## src/rtl/lsu_align.sv

```systemverilog
// Load/store alignment unit: word address, byte lanes, lane-rotated store data and load realignment.
// Optional LSU_MISALIGN_SPLIT_EN: word-crossing accesses are split into two memory accesses.
module lsu_align #(
  parameter int XLEN = 32
) (
  input  logic            clk,
  input  logic            rst_n,
  input  logic            req_valid,
  output logic            req_ready,
  input  logic            req_we,
  input  logic [2:0]      req_funct3,
  input  logic [XLEN-1:0] req_addr,
  input  logic [XLEN-1:0] req_wdata,
  output logic            resp_valid,
  output logic [XLEN-1:0] resp_rdata,
  output logic            resp_err,
  output logic            mem_we,
  output logic [3:0]      mem_byteEnable,
  output logic [XLEN-1:0] mem_addr,
  output logic [XLEN-1:0] mem_wdata,
  input  logic [XLEN-1:0] mem_rdata,
  output logic [1:0]      dbg_state_o
);

  // Request handshake: a request transfers on a rising edge where req_valid && req_ready;
  // req_ready is high only in IDLE, and req_* are ignored in every other state.
  typedef enum logic [1:0] {IDLE = 2'd0, ACC0 = 2'd1, ACC1 = 2'd2, RESP = 2'd3} state_t;

`ifdef LSU_MISALIGN_SPLIT_EN
  localparam bit SplitEn = 1'b1;
`else
  localparam bit SplitEn = 1'b0;
`endif

  state_t          state_q, state_d;
  logic            we_q;
  logic [2:0]      f3_q;
  logic [XLEN-1:0] addr_q, wdata_q, w0_q;
  logic [XLEN-1:0] rdata_q, rdata_d;
  logic            err_q, err_d;

  logic [7:0]      lane_span;
  logic            crossing;
  logic [XLEN-1:0] wdata_rot;
  logic            req_bad;

  function automatic logic [3:0] size_mask(input logic [2:0] f3);
    case (f3[1:0])
      2'b00:   size_mask = 4'b0001;
      2'b01:   size_mask = 4'b0011;
      default: size_mask = 4'b1111;
    endcase
  endfunction

  function automatic logic illegal_f3(input logic we, input logic [2:0] f3);
    if (we) illegal_f3 = !(f3 == 3'b000 || f3 == 3'b001 || f3 == 3'b010);
    else    illegal_f3 = (f3 == 3'b011 || f3 == 3'b110 || f3 == 3'b111);
  endfunction

  function automatic logic not_natural(input logic [2:0] f3, input logic [1:0] off);
    case (f3[1:0])
      2'b01:   not_natural = off[0];
      2'b10:   not_natural = (off != 2'b00);
      default: not_natural = 1'b0;
    endcase
  endfunction

  function automatic logic [31:0] rotl8(input logic [31:0] w, input logic [1:0] off);
    case (off)
      2'd0:    rotl8 = w;
      2'd1:    rotl8 = {w[23:0], w[31:24]};
      2'd2:    rotl8 = {w[15:0], w[31:16]};
      default: rotl8 = {w[7:0], w[31:8]};
    endcase
  endfunction

  // Lanes at or above the offset come from the first word, lower lanes from the second.
  function automatic logic [31:0] load_result(input logic [2:0] f3, input logic [1:0] off,
                                              input logic [31:0] w0, input logic [31:0] w1);
    logic [31:0] merged;
    logic [31:0] r;
    for (int i = 0; i < 4; i++)
      merged[8*i +: 8] = (i >= int'(off)) ? w0[8*i +: 8] : w1[8*i +: 8];
    case (off)
      2'd0:    r = merged;
      2'd1:    r = {merged[7:0], merged[31:8]};
      2'd2:    r = {merged[15:0], merged[31:16]};
      default: r = {merged[23:0], merged[31:24]};
    endcase
    case (f3)
      3'b000:  load_result = {{24{r[7]}}, r[7:0]};
      3'b001:  load_result = {{16{r[15]}}, r[15:0]};
      3'b100:  load_result = {24'd0, r[7:0]};
      3'b101:  load_result = {16'd0, r[15:0]};
      default: load_result = r;
    endcase
  endfunction

  assign lane_span   = {4'b0000, size_mask(f3_q)} << addr_q[1:0];
  assign crossing    = SplitEn && (lane_span[7:4] != 4'b0000);
  assign wdata_rot   = rotl8(wdata_q, addr_q[1:0]);
  assign req_bad     = illegal_f3(req_we, req_funct3) ||
                       (!SplitEn && not_natural(req_funct3, req_addr[1:0]));
  assign req_ready   = (state_q == IDLE);
  assign resp_valid  = (state_q == RESP);
  assign resp_rdata  = rdata_q;
  assign resp_err    = err_q;
  assign dbg_state_o = state_q;

  always_comb begin
    state_d        = state_q;
    rdata_d        = rdata_q;
    err_d          = err_q;
    mem_we         = 1'b0;
    mem_byteEnable = 4'b0000;
    mem_addr       = '0;
    mem_wdata      = '0;
    case (state_q)
      IDLE: begin
        if (req_valid) begin
          if (req_bad) begin
            state_d = RESP;
            err_d   = 1'b1;
            rdata_d = '0;
          end else begin
            state_d = ACC0;
          end
        end
      end
      ACC0: begin
        mem_addr       = {addr_q[31:2], 2'b00};
        mem_byteEnable = lane_span[3:0];
        mem_wdata      = wdata_rot;
        mem_we         = we_q;
        if (crossing) begin
          state_d = ACC1;
        end else begin
          state_d = RESP;
          err_d   = 1'b0;
          rdata_d = we_q ? '0 : load_result(f3_q, addr_q[1:0], mem_rdata, mem_rdata);
        end
      end
      ACC1: begin
        mem_addr       = {addr_q[31:2], 2'b00} + 32'd4;
        mem_byteEnable = lane_span[7:4];
        mem_wdata      = wdata_rot;
        mem_we         = we_q;
        state_d        = RESP;
        err_d          = 1'b0;
        rdata_d        = we_q ? '0 : load_result(f3_q, addr_q[1:0], w0_q, mem_rdata);
      end
      default: state_d = IDLE;
    endcase
  end

  always_ff @(posedge clk or negedge rst_n) begin
    if (!rst_n) begin
      state_q <= IDLE;
      we_q    <= 1'b0;
      f3_q    <= 3'b000;
      addr_q  <= '0;
      wdata_q <= '0;
      w0_q    <= '0;
      rdata_q <= '0;
      err_q   <= 1'b0;
    end else begin
      state_q <= state_d;
      rdata_q <= rdata_d;
      err_q   <= err_d;
      if (state_q == IDLE && req_valid) begin
        we_q    <= req_we;
        f3_q    <= req_funct3;
        addr_q  <= req_addr;
        wdata_q <= req_wdata;
      end
      if (state_q == ACC0) w0_q <= mem_rdata;
    end
  end

endmodule

```

## config.mk

```make
export PLATFORM = sky130hd
export DESIGN_NAME = lsu_align
export DESIGN_NICKNAME = d
export VERILOG_FILES = /design/src/rtl/lsu_align.sv
export SDC_FILE = /design/constraint.sdc
export NUM_CORES = 1
export LEC_CHECK = 0
export ABC_AREA = 1
export CORE_MARGIN = 1.5
export CORE_UTILIZATION = 45
export CTS_CLUSTER_DIAMETER = 150
export DETAILED_ROUTE_END_ITERATION = 12
export GPL_ROUTABILITY_DRIVEN = 1
export PLACE_DENSITY = 0.72
export SYNTH_ARGS = -nofsm -noshare
export SYNTH_HDL_FRONTEND = slang
export SYNTH_SLANG_ARGS = --single-unit
```

## constraint.sdc

```tcl
create_clock -name clk -period 2.7 [get_ports clk]
set_input_delay 0.405 -clock clk [delete_from_list [all_inputs] [get_ports clk]]
set_output_delay 0.405 -clock clk [all_outputs]
set_load 0.1 [all_outputs]
```

Fig. 1: met1 routing
Bar = 50 um.
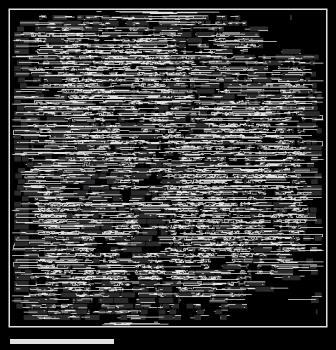
The longest straight run is 36.3 um. 1585 nets have wire on it. The wires run mostly horizontal. The layer carries 15400 um of wire.
drt total wl: 37000 um
Via Count: 11300
met1 Usage GRT: 0.427

Fig. 2: M2 wires
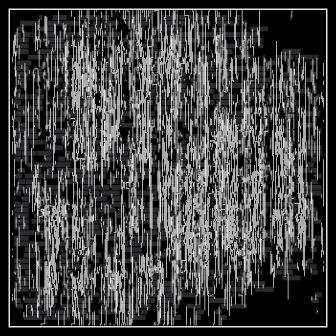
The wires run mostly vertical. The layer carries 16700 um of wire. The longest straight run is 84.1 um.
met2 GRT Util: 0.496

==> Changelog: implementation <==
## Flow update

- Status: finished clean
- Grt ovf: 0
- Worst hold slack: 472 ps
- Initial antenna violation count: 1
- Hold_sp: w0_q[1]
- Post-DRT Antenna Nets: 0
- Reg2reg start: dbg_state_o[0]
- Global-route wire length before repair: slightly below 60000 um
- Largest cells by area after synthesis: dfrtp_1, nand2_1, o21ai_0, nand3_1, inv_1
- Yosys stat area: approximately 10000 sq um
- Non-Filler Instances: between 1500 and 2000
- R2R Setup Slk: about 400 ps
- Maximum fanout along the worst path: 4
- FF/Latch Area: roughly 3400 sq um
- DP Cell Count: about 1900
- Buffers plus inverters on the worst setup path: 2
- Vias per Instance: around 5.7
- Most Frequent Cell on Critical Path: nand2_1
- FMAX: 0.374 GHz
- Latency at later pin: approximately 430 ps
- Commonest Layout Cell: nand2_1
Fig. 3: signal wires on met3
Bar = 50 um.
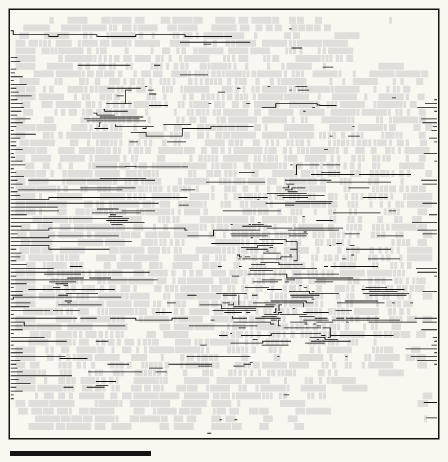
276 nets have wire on it. The wires run mostly horizontal. The longest straight run is 52.2 um.
M3 GR Usage: 0.0767

tightest hold or removal path, stage by stage, from the launching register on:
cell and delay, ps:
dfrtp_1 340, nand2_1 50, nand2_1 50
final cells by class:
type                            count  area share
Multi-Input combinational cell   1174       0.441
Sequential cell                   135       0.240
Timing Repair Buffer              256       0.222
Inverter                          116      0.0327
Clock buffer                       18      0.0303
Tap cell                          280      0.0247
Clock inverter                     13      0.0102
kinds of logic after synthesis:
logic type	count (synthesis)
AND/OR/NAND/NOR	855
AND-OR/OR-AND	281
buffers and inverters	206
flip-flops	135
multiplexers	26
adder cells (fa/ha/maj)	9
other	1
XOR/XNOR	1
